--- config.mk ---
export PLATFORM = sky130hd
export DESIGN_NAME = ec_scalar_mult_ctrl_flat
export DESIGN_NICKNAME = d
export VERILOG_FILES = /design/src/rtl/ec_scalar_mult_ctrl_if.sv /design/src/rtl/ec_scalar_mult_ctrl.sv /design/src/flat_wrapper.sv
export SDC_FILE = /design/constraint.sdc
export NUM_CORES = 1
export LEC_CHECK = 0
export ABC_CLOCK_PERIOD_IN_PS = 2150
export CORE_MARGIN = 3
export CORE_UTILIZATION = 32
export CTS_CLUSTER_SIZE = 30
export DETAILED_ROUTE_END_ITERATION = 10
export PLACE_DENSITY = 0.66
export RECOVER_POWER = 25
export SLEW_MARGIN = 30
export SYNTH_ARGS = -nofsm -noshare
export SYNTH_HDL_FRONTEND = slang
export SYNTH_SLANG_ARGS = --single-unit
--- constraint.sdc ---
create_clock -name clk -period 2.15 [get_ports clk]
set_input_delay 0.43 -clock clk [delete_from_list [all_inputs] [get_ports clk]]
set_output_delay 0.43 -clock clk [all_outputs]
set_load 0.005 [all_outputs]
--- src/rtl/ec_scalar_mult_ctrl_if.sv ---
// Port bundles for ec_scalar_mult_ctrl.
//  ec_cmd_if : host command port (master = host, slave = controller)
//  ec_eng_if : EC engine request/response port (master = controller, slave = engine)
interface ec_cmd_if #(
  parameter int W   = 6,
  parameter int K_W = 6
);
  logic           in_valid;
  logic [K_W-1:0] in_k;
  logic [W-1:0]   in_Px;
  logic [W-1:0]   in_Py;
  logic [W-1:0]   in_prime;
  logic [W-1:0]   in_a;
  logic           busy;
  logic           out_valid;
  logic [W-1:0]   out_Rx;
  logic [W-1:0]   out_Ry;
  logic           out_inf;
  logic           out_err;

  modport master (
    output in_valid, in_k, in_Px, in_Py, in_prime, in_a,
    input  busy, out_valid, out_Rx, out_Ry, out_inf, out_err
  );

  modport slave (
    input  in_valid, in_k, in_Px, in_Py, in_prime, in_a,
    output busy, out_valid, out_Rx, out_Ry, out_inf, out_err
  );
endinterface

interface ec_eng_if #(
  parameter int W = 6
);
  logic         ec_in_valid;
  logic [W-1:0] ec_Px;
  logic [W-1:0] ec_Py;
  logic [W-1:0] ec_Qx;
  logic [W-1:0] ec_Qy;
  logic [W-1:0] ec_prime;
  logic [W-1:0] ec_a;
  logic         ec_out_valid;
  logic [W-1:0] ec_Rx;
  logic [W-1:0] ec_Ry;

  modport master (
    output ec_in_valid, ec_Px, ec_Py, ec_Qx, ec_Qy, ec_prime, ec_a,
    input  ec_out_valid, ec_Rx, ec_Ry
  );

  modport slave (
    input  ec_in_valid, ec_Px, ec_Py, ec_Qx, ec_Qy, ec_prime, ec_a,
    output ec_out_valid, ec_Rx, ec_Ry
  );
endinterface

--- src/rtl/ec_scalar_mult_ctrl.sv ---
// ec_scalar_mult_ctrl: computes R = k*P by left-to-right double-and-add,
// issuing one EC engine request per DOUBLE/ADD step. The point at infinity
// is tracked locally because the engine cannot represent it.
// Optional feature macro: EC_SM_TIMEOUT_EN (abort a WAIT after TIMEOUT cycles
// with out_err=1; when undefined WAIT holds forever and out_err is tied 0).
module ec_scalar_mult_ctrl #(
  parameter int W       = 6,
  parameter int K_W     = 6,
  parameter int TIMEOUT = 64
) (
  input logic      clk,
  input logic      rst,
  ec_cmd_if.slave  cmd,
  ec_eng_if.master eng
);

  localparam int IdxW = (K_W > 1) ? $clog2(K_W) : 1;

  typedef enum logic [2:0] {
    ST_IDLE,
    ST_LOAD,
    ST_STEP,
    ST_REQ,
    ST_WAIT,
    ST_DONE
  } state_t;

  state_t          state_q;
  logic [K_W-1:0]  k_q;
  logic [W-1:0]    px_q, py_q, prime_q, a_q;
  logic [W-1:0]    accX_q, accY_q;
  logic            accInf_q;
  logic [IdxW-1:0] bitIdx_q;
  logic            phaseAdd_q;
  logic            finished_q;
  logic            busy_q, outValid_q, outInf_q;
  logic [W-1:0]    outRx_q, outRy_q;
  logic            ecValid_q;
  logic [W-1:0]    ecPx_q, ecPy_q, ecQx_q, ecQy_q, ecPrime_q, ecA_q;

  logic            kBit;
  logic            accYZero;
  logic            addCancels;
  logic [IdxW-1:0] loadIdx;
  logic            nextPhaseAdd_d;
  logic [IdxW-1:0] nextIdx_d;
  logic            stepLast_d;

  // Priority encoder: index of the most significant set bit of k.
  function automatic logic [IdxW-1:0] msbIndex(input logic [K_W-1:0] k);
    logic [IdxW-1:0] idx;
    idx = '0;
    for (int i = 0; i < K_W; i++) begin
      if (k[i]) idx = IdxW'(i);
    end
    return idx;
  endfunction

  // Work out where the walk goes once the current phase completes.
  always_comb begin
    kBit           = k_q[bitIdx_q];
    accYZero       = (accY_q == '0);
    addCancels     = (accX_q == px_q) && (accY_q != py_q);
    loadIdx        = msbIndex(k_q);
    nextPhaseAdd_d = 1'b0;
    nextIdx_d      = bitIdx_q;
    stepLast_d     = 1'b0;
    if (!phaseAdd_q && kBit) begin
      nextPhaseAdd_d = 1'b1;
    end else if (bitIdx_q == '0) begin
      stepLast_d = 1'b1;
    end else begin
      nextIdx_d = bitIdx_q - 1'b1;
    end
  end

`ifdef EC_SM_TIMEOUT_EN
  localparam int TmrW = $clog2(TIMEOUT + 1);
  logic [TmrW-1:0] timer_q;
  logic            outErr_q;
  assign cmd.out_err = outErr_q;
`else
  logic unusedTimeout;
  assign unusedTimeout = (TIMEOUT == 0);
  assign cmd.out_err   = 1'b0;
`endif

  // Main controller FSM with registered host and engine outputs.
  always_ff @(posedge clk) begin
    if (rst) begin
      state_q    <= ST_IDLE;
      k_q        <= '0;
      px_q       <= '0;
      py_q       <= '0;
      prime_q    <= '0;
      a_q        <= '0;
      accX_q     <= '0;
      accY_q     <= '0;
      accInf_q   <= 1'b0;
      bitIdx_q   <= '0;
      phaseAdd_q <= 1'b0;
      finished_q <= 1'b0;
      busy_q     <= 1'b0;
      outValid_q <= 1'b0;
      outRx_q    <= '0;
      outRy_q    <= '0;
      outInf_q   <= 1'b0;
      ecValid_q  <= 1'b0;
      ecPx_q     <= '0;
      ecPy_q     <= '0;
      ecQx_q     <= '0;
      ecQy_q     <= '0;
      ecPrime_q  <= '0;
      ecA_q      <= '0;
`ifdef EC_SM_TIMEOUT_EN
      timer_q    <= '0;
      outErr_q   <= 1'b0;
`endif
    end else begin
      case (state_q)
        ST_IDLE: begin
          if (cmd.in_valid) begin
            k_q     <= cmd.in_k;
            px_q    <= cmd.in_Px;
            py_q    <= cmd.in_Py;
            prime_q <= cmd.in_prime;
            a_q     <= cmd.in_a;
            busy_q  <= 1'b1;
            state_q <= ST_LOAD;
          end
        end

        ST_LOAD: begin
          accX_q     <= px_q;
          accY_q     <= py_q;
          accInf_q   <= 1'b0;
          phaseAdd_q <= 1'b0;
          finished_q <= 1'b0;
          if (k_q == '0) begin
            accInf_q   <= 1'b1;
            busy_q     <= 1'b0;
            outValid_q <= 1'b1;
            outInf_q   <= 1'b1;
            state_q    <= ST_DONE;
          end else if (loadIdx == '0) begin
            busy_q     <= 1'b0;
            outValid_q <= 1'b1;
            outRx_q    <= px_q;
            outRy_q    <= py_q;
            state_q    <= ST_DONE;
          end else begin
            bitIdx_q <= loadIdx - 1'b1;
            state_q  <= ST_STEP;
          end
        end

        ST_STEP: begin
          if (finished_q) begin
            busy_q     <= 1'b0;
            outValid_q <= 1'b1;
            outInf_q   <= accInf_q;
            outRx_q    <= accInf_q ? '0 : accX_q;
            outRy_q    <= accInf_q ? '0 : accY_q;
            state_q    <= ST_DONE;
          end else if (!phaseAdd_q && (accInf_q || accYZero)) begin
            accInf_q <= 1'b1;
            if (stepLast_d) begin
              busy_q     <= 1'b0;
              outValid_q <= 1'b1;
              outInf_q   <= 1'b1;
              state_q    <= ST_DONE;
            end else begin
              phaseAdd_q <= nextPhaseAdd_d;
              bitIdx_q   <= nextIdx_d;
            end
          end else if (phaseAdd_q && accInf_q) begin
            accX_q   <= px_q;
            accY_q   <= py_q;
            accInf_q <= 1'b0;
            if (stepLast_d) begin
              busy_q     <= 1'b0;
              outValid_q <= 1'b1;
              outRx_q    <= px_q;
              outRy_q    <= py_q;
              state_q    <= ST_DONE;
            end else begin
              phaseAdd_q <= nextPhaseAdd_d;
              bitIdx_q   <= nextIdx_d;
            end
          end else if (phaseAdd_q && addCancels) begin
            accInf_q <= 1'b1;
            if (stepLast_d) begin
              busy_q     <= 1'b0;
              outValid_q <= 1'b1;
              outInf_q   <= 1'b1;
              state_q    <= ST_DONE;
            end else begin
              phaseAdd_q <= nextPhaseAdd_d;
              bitIdx_q   <= nextIdx_d;
            end
          end else begin
            ecValid_q  <= 1'b1;
            ecPx_q     <= phaseAdd_q ? px_q : accX_q;
            ecPy_q     <= phaseAdd_q ? py_q : accY_q;
            ecQx_q     <= accX_q;
            ecQy_q     <= accY_q;
            ecPrime_q  <= prime_q;
            ecA_q      <= a_q;
            phaseAdd_q <= nextPhaseAdd_d;
            bitIdx_q   <= nextIdx_d;
            finished_q <= stepLast_d;
            state_q    <= ST_REQ;
          end
        end

        ST_REQ: begin
          ecValid_q <= 1'b0;
          ecPx_q    <= '0;
          ecPy_q    <= '0;
          ecQx_q    <= '0;
          ecQy_q    <= '0;
          ecPrime_q <= '0;
          ecA_q     <= '0;
`ifdef EC_SM_TIMEOUT_EN
          timer_q   <= '0;
`endif
          state_q   <= ST_WAIT;
        end

        ST_WAIT: begin
          if (eng.ec_out_valid) begin
            accX_q   <= eng.ec_Rx;
            accY_q   <= eng.ec_Ry;
            accInf_q <= 1'b0;
            state_q  <= ST_STEP;
          end
`ifdef EC_SM_TIMEOUT_EN
          else if (timer_q == TmrW'(TIMEOUT - 1)) begin
            busy_q     <= 1'b0;
            outValid_q <= 1'b1;
            outErr_q   <= 1'b1;
            outInf_q   <= 1'b0;
            outRx_q    <= '0;
            outRy_q    <= '0;
            state_q    <= ST_DONE;
          end else begin
            timer_q <= timer_q + 1'b1;
          end
`endif
        end

        ST_DONE: begin
          outValid_q <= 1'b0;
          outRx_q    <= '0;
          outRy_q    <= '0;
          outInf_q   <= 1'b0;
`ifdef EC_SM_TIMEOUT_EN
          outErr_q   <= 1'b0;
`endif
          state_q    <= ST_IDLE;
        end

        default: state_q <= ST_IDLE;
      endcase
    end
  end

  assign cmd.busy      = busy_q;
  assign cmd.out_valid = outValid_q;
  assign cmd.out_Rx    = outRx_q;
  assign cmd.out_Ry    = outRy_q;
  assign cmd.out_inf   = outInf_q;

  assign eng.ec_in_valid = ecValid_q;
  assign eng.ec_Px       = ecPx_q;
  assign eng.ec_Py       = ecPy_q;
  assign eng.ec_Qx       = ecQx_q;
  assign eng.ec_Qy       = ecQy_q;
  assign eng.ec_prime    = ecPrime_q;
  assign eng.ec_a        = ecA_q;

endmodule

--- src/flat_wrapper.sv ---
// flat-port wrapper written by rule: the top's interface ports become plain ports
module ec_scalar_mult_ctrl_flat 
#(
  parameter int W       = 6,
  parameter int K_W     = 6,
  parameter int TIMEOUT = 64
)
  (clk, rst, cmd_in_valid, cmd_in_k, cmd_in_Px, cmd_in_Py, cmd_in_prime, cmd_in_a, cmd_busy, cmd_out_valid, cmd_out_Rx, cmd_out_Ry, cmd_out_inf, cmd_out_err, eng_ec_in_valid, eng_ec_Px, eng_ec_Py, eng_ec_Qx, eng_ec_Qy, eng_ec_prime, eng_ec_a, eng_ec_out_valid, eng_ec_Rx, eng_ec_Ry);
  ec_cmd_if #(.W(W), .K_W(K_W)) cmd_i ();
  ec_eng_if #(.W(W)) eng_i ();
  input logic clk;
  input logic rst;
  input wire logic [$bits(cmd_i.in_valid)-1:0] cmd_in_valid;
  input wire logic [$bits(cmd_i.in_k)-1:0] cmd_in_k;
  input wire logic [$bits(cmd_i.in_Px)-1:0] cmd_in_Px;
  input wire logic [$bits(cmd_i.in_Py)-1:0] cmd_in_Py;
  input wire logic [$bits(cmd_i.in_prime)-1:0] cmd_in_prime;
  input wire logic [$bits(cmd_i.in_a)-1:0] cmd_in_a;
  output wire logic [$bits(cmd_i.busy)-1:0] cmd_busy;
  output wire logic [$bits(cmd_i.out_valid)-1:0] cmd_out_valid;
  output wire logic [$bits(cmd_i.out_Rx)-1:0] cmd_out_Rx;
  output wire logic [$bits(cmd_i.out_Ry)-1:0] cmd_out_Ry;
  output wire logic [$bits(cmd_i.out_inf)-1:0] cmd_out_inf;
  output wire logic [$bits(cmd_i.out_err)-1:0] cmd_out_err;
  output wire logic [$bits(eng_i.ec_in_valid)-1:0] eng_ec_in_valid;
  output wire logic [$bits(eng_i.ec_Px)-1:0] eng_ec_Px;
  output wire logic [$bits(eng_i.ec_Py)-1:0] eng_ec_Py;
  output wire logic [$bits(eng_i.ec_Qx)-1:0] eng_ec_Qx;
  output wire logic [$bits(eng_i.ec_Qy)-1:0] eng_ec_Qy;
  output wire logic [$bits(eng_i.ec_prime)-1:0] eng_ec_prime;
  output wire logic [$bits(eng_i.ec_a)-1:0] eng_ec_a;
  input wire logic [$bits(eng_i.ec_out_valid)-1:0] eng_ec_out_valid;
  input wire logic [$bits(eng_i.ec_Rx)-1:0] eng_ec_Rx;
  input wire logic [$bits(eng_i.ec_Ry)-1:0] eng_ec_Ry;
  assign cmd_i.in_valid = cmd_in_valid;
  assign cmd_i.in_k = cmd_in_k;
  assign cmd_i.in_Px = cmd_in_Px;
  assign cmd_i.in_Py = cmd_in_Py;
  assign cmd_i.in_prime = cmd_in_prime;
  assign cmd_i.in_a = cmd_in_a;
  assign cmd_busy = cmd_i.busy;
  assign cmd_out_valid = cmd_i.out_valid;
  assign cmd_out_Rx = cmd_i.out_Rx;
  assign cmd_out_Ry = cmd_i.out_Ry;
  assign cmd_out_inf = cmd_i.out_inf;
  assign cmd_out_err = cmd_i.out_err;
  assign eng_ec_in_valid = eng_i.ec_in_valid;
  assign eng_ec_Px = eng_i.ec_Px;
  assign eng_ec_Py = eng_i.ec_Py;
  assign eng_ec_Qx = eng_i.ec_Qx;
  assign eng_ec_Qy = eng_i.ec_Qy;
  assign eng_ec_prime = eng_i.ec_prime;
  assign eng_ec_a = eng_i.ec_a;
  assign eng_i.ec_out_valid = eng_ec_out_valid;
  assign eng_i.ec_Rx = eng_ec_Rx;
  assign eng_i.ec_Ry = eng_ec_Ry;
  ec_scalar_mult_ctrl #(.W(W), .K_W(K_W), .TIMEOUT(TIMEOUT)) u_core (.clk(clk), .rst(rst), .cmd(cmd_i), .eng(eng_i));
endmodule
==> results_dict.tcl, run 1 <==
# flow metrics
set metrics [dict create \
    status "finished clean" \
    max_cap_violations 0 \
    grt_pass1_vias 4520 \
    regToRegSetupSlack_ns 0.06 \
    p_leak_nw 2.56 \
    cts.repair.resized 2 \
    holdPathStages 2 \
    flop_cell "dfxtp_1" \
    mostFrequentLayoutCells "dfxtp_1 (98), nand2_1 (95), clkdlybuf4s50_1 (61)" \
    die_h_um 128 \
    synth_area_per_cell_sq_um 8.72 \
    synth_cells 543 \
    drt_wl_total_um 15100 \
    hp-class "in2reg" \
    hold_viol 0 \
    max_stage_delay_ns 0.64 \
    cts_buffers 9 \
    placed_cells 815 \
    final_nets 701 \
    period_used_pct 97.4 \
    gp_congestion 0.923 \
    p_sw_w 0.00318 \
    critical_path_required_ns 2.38 \
    drtIter0Drc 390 \
    synth_area_sq_mm 0.00473 \
    netlist_logic_family_top "AND-OR/OR-AND gates" \
    tritoncts "yes" \
    worstHoldStart "rst" \
    crit_cells 5 \
    warnings 28 \
    grt_antenna_before_repair 0 \
    fin_crit_ns 2.09 \
    r2r_start "u_core.accY_q[4]$_SDFFE_PP0P_" \
    port_buffers 97 \
    cpLargestDelayFamily "simple AND/OR/NAND/NOR gates" \
    finalNonFillerCells 836 \
    power.share.sequential_pct 32.4 \
]
==> run 1: layout make-up <==
cell class,count,area [sq um],share of cell area (%)
multi-input combinational,389,2560,39.0
sequential,103,2070,31.5
timing repair buffer,138,1360,20.7
clock buffer,12,256,3.91
tap,180,225,3.43
clock inverter,4,51.3,0.781
inverter,10,37.5,0.572
==> run 1: synth_stat cells (3+ instances only) <==
cell / instances / share of area [%]
dfxtp_1: 103 / 44
nand2_1: 95 / 7.5
a21oi_1: 49 / 5.2
nor2_1: 49 / 3.9
a32o_1: 37 / 7.8
clkbuf_1: 34 / 2.7
mux2_2: 26 / 6.2
nor2b_1: 14 / 1.8
a22oi_1: 12 / 1.9
a311oi_1: 12 / 2.2
o21ai_0: 11 / 1.2
inv_1: 9 / 0.71
nand2b_1: 6 / 0.79
nand3_1: 6 / 0.63
xnor2_1: 6 / 1.1
xor2_1: 6 / 1.1
buf_2: 4 / 0.42
buf_6: 4 / 0.95
ha_1: 4 / 1.1
nor3b_1: 4 / 0.63
nor4_1: 4 / 0.53
a211oi_1: 3 / 0.48
a31oi_1: 3 / 0.40
nand4_1: 3 / 0.40
nor3_1: 3 / 0.32
o31ai_1: 3 / 0.48
==> run 1: routing by layer <==
layer,vias to the layer above,share of wire (%),track usage [%]
met5,-,0,0
met1,2198,44,23.3
met4,0,1.4,4.74
li1,2183,-,-
met3,17,8.1,5.18
met2,165,46,29.1
==> run 1: power groups by stage <==
stage          clock, W  combinational, W  sequential (W)
6_report        0.00169           0.00376         0.00261
5_1_grt         0.00179           0.00410         0.00266
4_1_cts         0.00172           0.00351         0.00259
3_5_place_dp          0           0.00345         0.00263
3_3_place_gp          0           0.00336         0.00261
2_1_floorplan         0           0.00225         0.00252
### Supply network, run 1

(3 px per um) Pins as bars on the die edge.
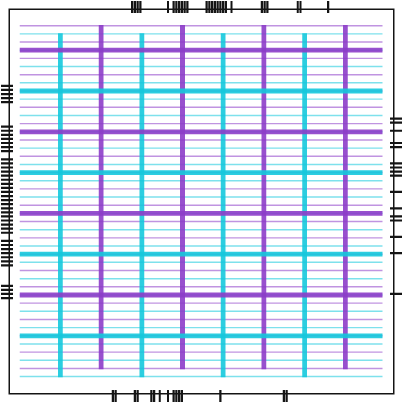
legend:
  purple:
    net: VDD
  cyan:
    net: VSS
met4 straps: 8
signal pins: 99
met1 rails: 44

### Cells colored by class, run 1

(4 px per um) Fill, decap, tap and diode cells in gray.
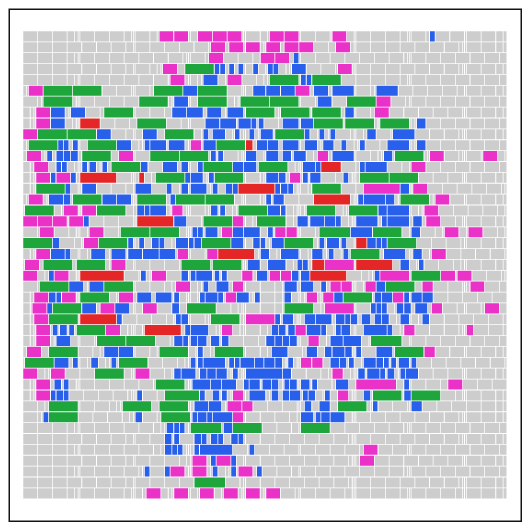
legend:
  red:
    class: clock drivers and dummy loads
    cells: 16
    share_of_their_area: 4.9%
  magenta:
    class: remaining buffers and delay cells
    cells: 138
    share_of_their_area: 21%
  green:
    class: registers
    cells: 103
    share_of_their_area: 33%
  blue:
    class: remaining logic cells
    cells: 399
    share_of_their_area: 41%
Seq/total area: 31.5%
row cnt: 43
Core ar.: 0.0141 sq mm
post-route cell area: 0.00657 sq mm

### Congestion heat map, run 1

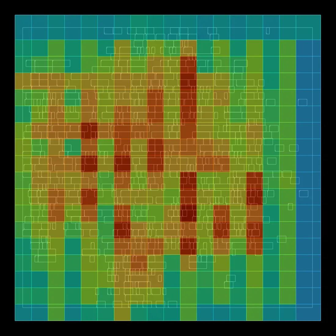
GRT Total Usage: 17.9%
GRT met3 Usage: 5.18%
WL/cell: 18.1 um
final core utilization: 46.4%

==> inputs of run 2 (changes only) <==
--- a/config.mk
+++ b/config.mk
@@ -6,11 +6,13 @@
 export NUM_CORES = 1
 export LEC_CHECK = 0
 export ABC_CLOCK_PERIOD_IN_PS = 2150
+export CELL_PAD_IN_SITES_DETAIL_PLACEMENT = 1
+export CELL_PAD_IN_SITES_GLOBAL_PLACEMENT = 1
 export CORE_MARGIN = 3
 export CORE_UTILIZATION = 32
 export CTS_CLUSTER_SIZE = 30
 export DETAILED_ROUTE_END_ITERATION = 10
-export PLACE_DENSITY = 0.66
+export PLACE_DENSITY = 0.82
 export RECOVER_POWER = 25
 export SLEW_MARGIN = 30
 export SYNTH_ARGS = -nofsm -noshare
### Close-up of the layout, run 2

Region (86, 86) to (106, 106) um. Cells in gray, sequential cells in the stronger gray; small squares are vias.
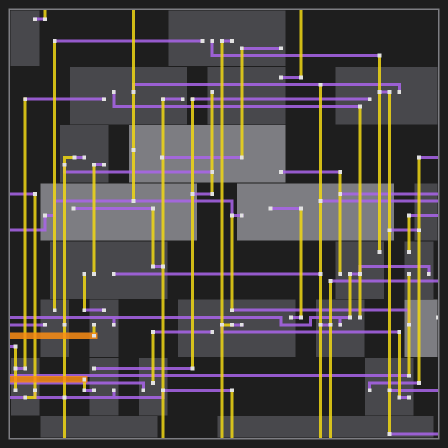
legend:
  yellow:
    layer: M2
  purple:
    layer: M1
  orange:
    layer: M3
cells with their middle in the window: 19
most frequent: nor2_1 (6), mux2_4 (5), nor2b_1 (4)
sequential cells in the window: 3
netlist names of flops here include: u_core.cmd.out_Rx (3)

### Congestion heat map, run 2

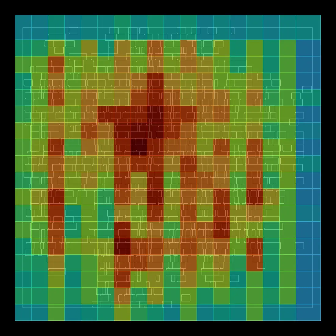
met2 GRT Util: 36.0%
GR peak layer: met2
GRT Total Usage: 20.9%

==> results_dict.tcl, run 2 <==
# flow metrics
set metrics [dict create \
    status "finished, violations left" \
    violations "negative setup slack" \
    period_used_pct 100 \
    warnings 29 \
    p_leak_nw 2.50 \
    max_cap_violations 0 \
    grt_pass1_vias 4990 \
    gp_congestion 0.870 \
    mostFrequentLayoutCells "dfxtp_1 (96), nand2_1 (95), clkdlybuf4s50_1 (90)" \
    regToRegSetupSlack_ns -0.002 \
    cpLargestDelayFamily "simple AND/OR/NAND/NOR gates" \
    top_cells_by_count "dfxtp_1 (103), nand2_1 (95), a21oi_1 (49), nor2_1 (49), a32o_1 (37)" \
    die_h_um 128 \
    drt_wl_total_um 17800 \
    worstHoldStart "rst" \
    top_cell_area_share_pct 43.6 \
    largest_area_cell "dfxtp_1" \
    htreeDepth 3 \
    cts_buffers 9 \
    grt_antenna_before_repair 0 \
    routedWlPerCell_um 21.1 \
    finalSetupViolations 1 \
    flop_cell "dfxtp_1" \
    synth_cells 543 \
    cts.repair.resized 13 \
    max_stage_delay_ns 0.51 \
    hold_viol 0 \
    setup_slack_ns -0.00165 \
    top_cell "dfxtp_1" \
    drc 0 \
    critical_path_required_ns 2.40 \
    synth_area_per_cell_sq_um 8.72 \
    tritoncts "yes" \
    final_cell_area_sq_mm 0.00670 \
    crit_cells 7 \
    port_buffers 97 \
    final_nets 712 \
    hp-class "in2reg" \
    holdPathStages 3 \
    fin_crit_ns 2.15 \
    placeableCoreArea_sq_mm 0.0141 \
    fp-row-count 43 \
    area_leaders "dfxtp_1 (44%), a32o_1 (7.8%), nand2_1 (7.5%)" \
]
### Cells colored by class, run 2

(4 px per um) Fill, decap, tap and diode cells in gray.
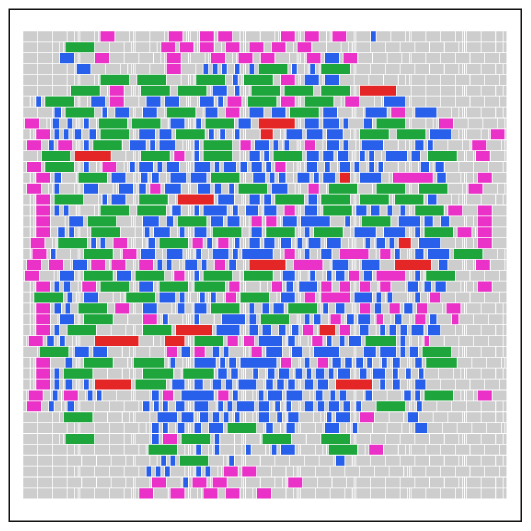
legend:
  green:
    class: registers
    cells: 103
    share_of_their_area: 32%
  red:
    class: clock drivers and dummy loads
    cells: 15
    share_of_their_area: 4.7%
  magenta:
    class: remaining buffers and delay cells
    cells: 146
    share_of_their_area: 22%
  blue:
    class: remaining logic cells
    cells: 402
    share_of_their_area: 42%

run 2: worst min-delay path, stage by stage:
cell and delay (ns):
buf_2 0.09, buf_4 0.18, a21oi_1 0.05
run 2: kinds of logic (layout without fill, tap and decap cells):
logic type               Yosys count  count (layout)  share of synthesized area [%]
AND/OR/NAND/NOR                  195             201                           18.6
AND-OR/OR-AND                    145             145                           22.3
flip-flops                       103             103                           43.6
buffers and inverters             54             171                           5.10
multiplexers                      29              29                           7.08
XOR/XNOR                          12              12                           2.22
adder cells (fa/ha/maj)            4               4                           1.06
other                              1               1                         0.0792
run 2: through the flow:
step / hold WS (ns) / utilization (%) / std cells / setup slack (ns)
after floorplan: 0.436 / - / 543 / 0.0294
after global placement: 0.443 / 43.3 / 822 / 0.00901
after detailed placement: 0.453 / 43.3 / 822 / -0.0727
after CTS: 0.435 / 46.2 / 843 / -0.0215
after global routing: 0.452 / 47.3 / 846 / -0.0886
final: 0.442 / 47.3 / 846 / -0.00165
run 2: per-layer routing:
layer	part of all wire, %	GRT usage (%)	wire length [um]
met5	0	0	0
met4	3.0	7.37	527
met1	40	25.3	7170
met2	49	36.0	8720
met3	7.9	5.52	1400
run 2: report_power, final:
part	total [W]	switching, W	leakage [nW]	internal [W]
Combinational	0.00419	0.00237	1.52	0.00182
Clock	0.00171	0.000769	0.147	0.000942
Sequential	0.00267	0.000418	0.841	0.00225
Total	0.00857	0.00356	2.50	0.00501
run 2: cell type report:
class | instances | area (sq um)
Tap cell | 180 | 225
Inverter | 10 | 37.5
Fill cell | 1636 | 7450
Clock inverter | 5 | 66.3
Timing Repair Buffer | 146 | 1400
Multi-Input combinational cell | 392 | 2660
Clock buffer | 10 | 239
Sequential cell | 103 | 2070
No activity file was given, so power comes from the tool's default toggle rates.
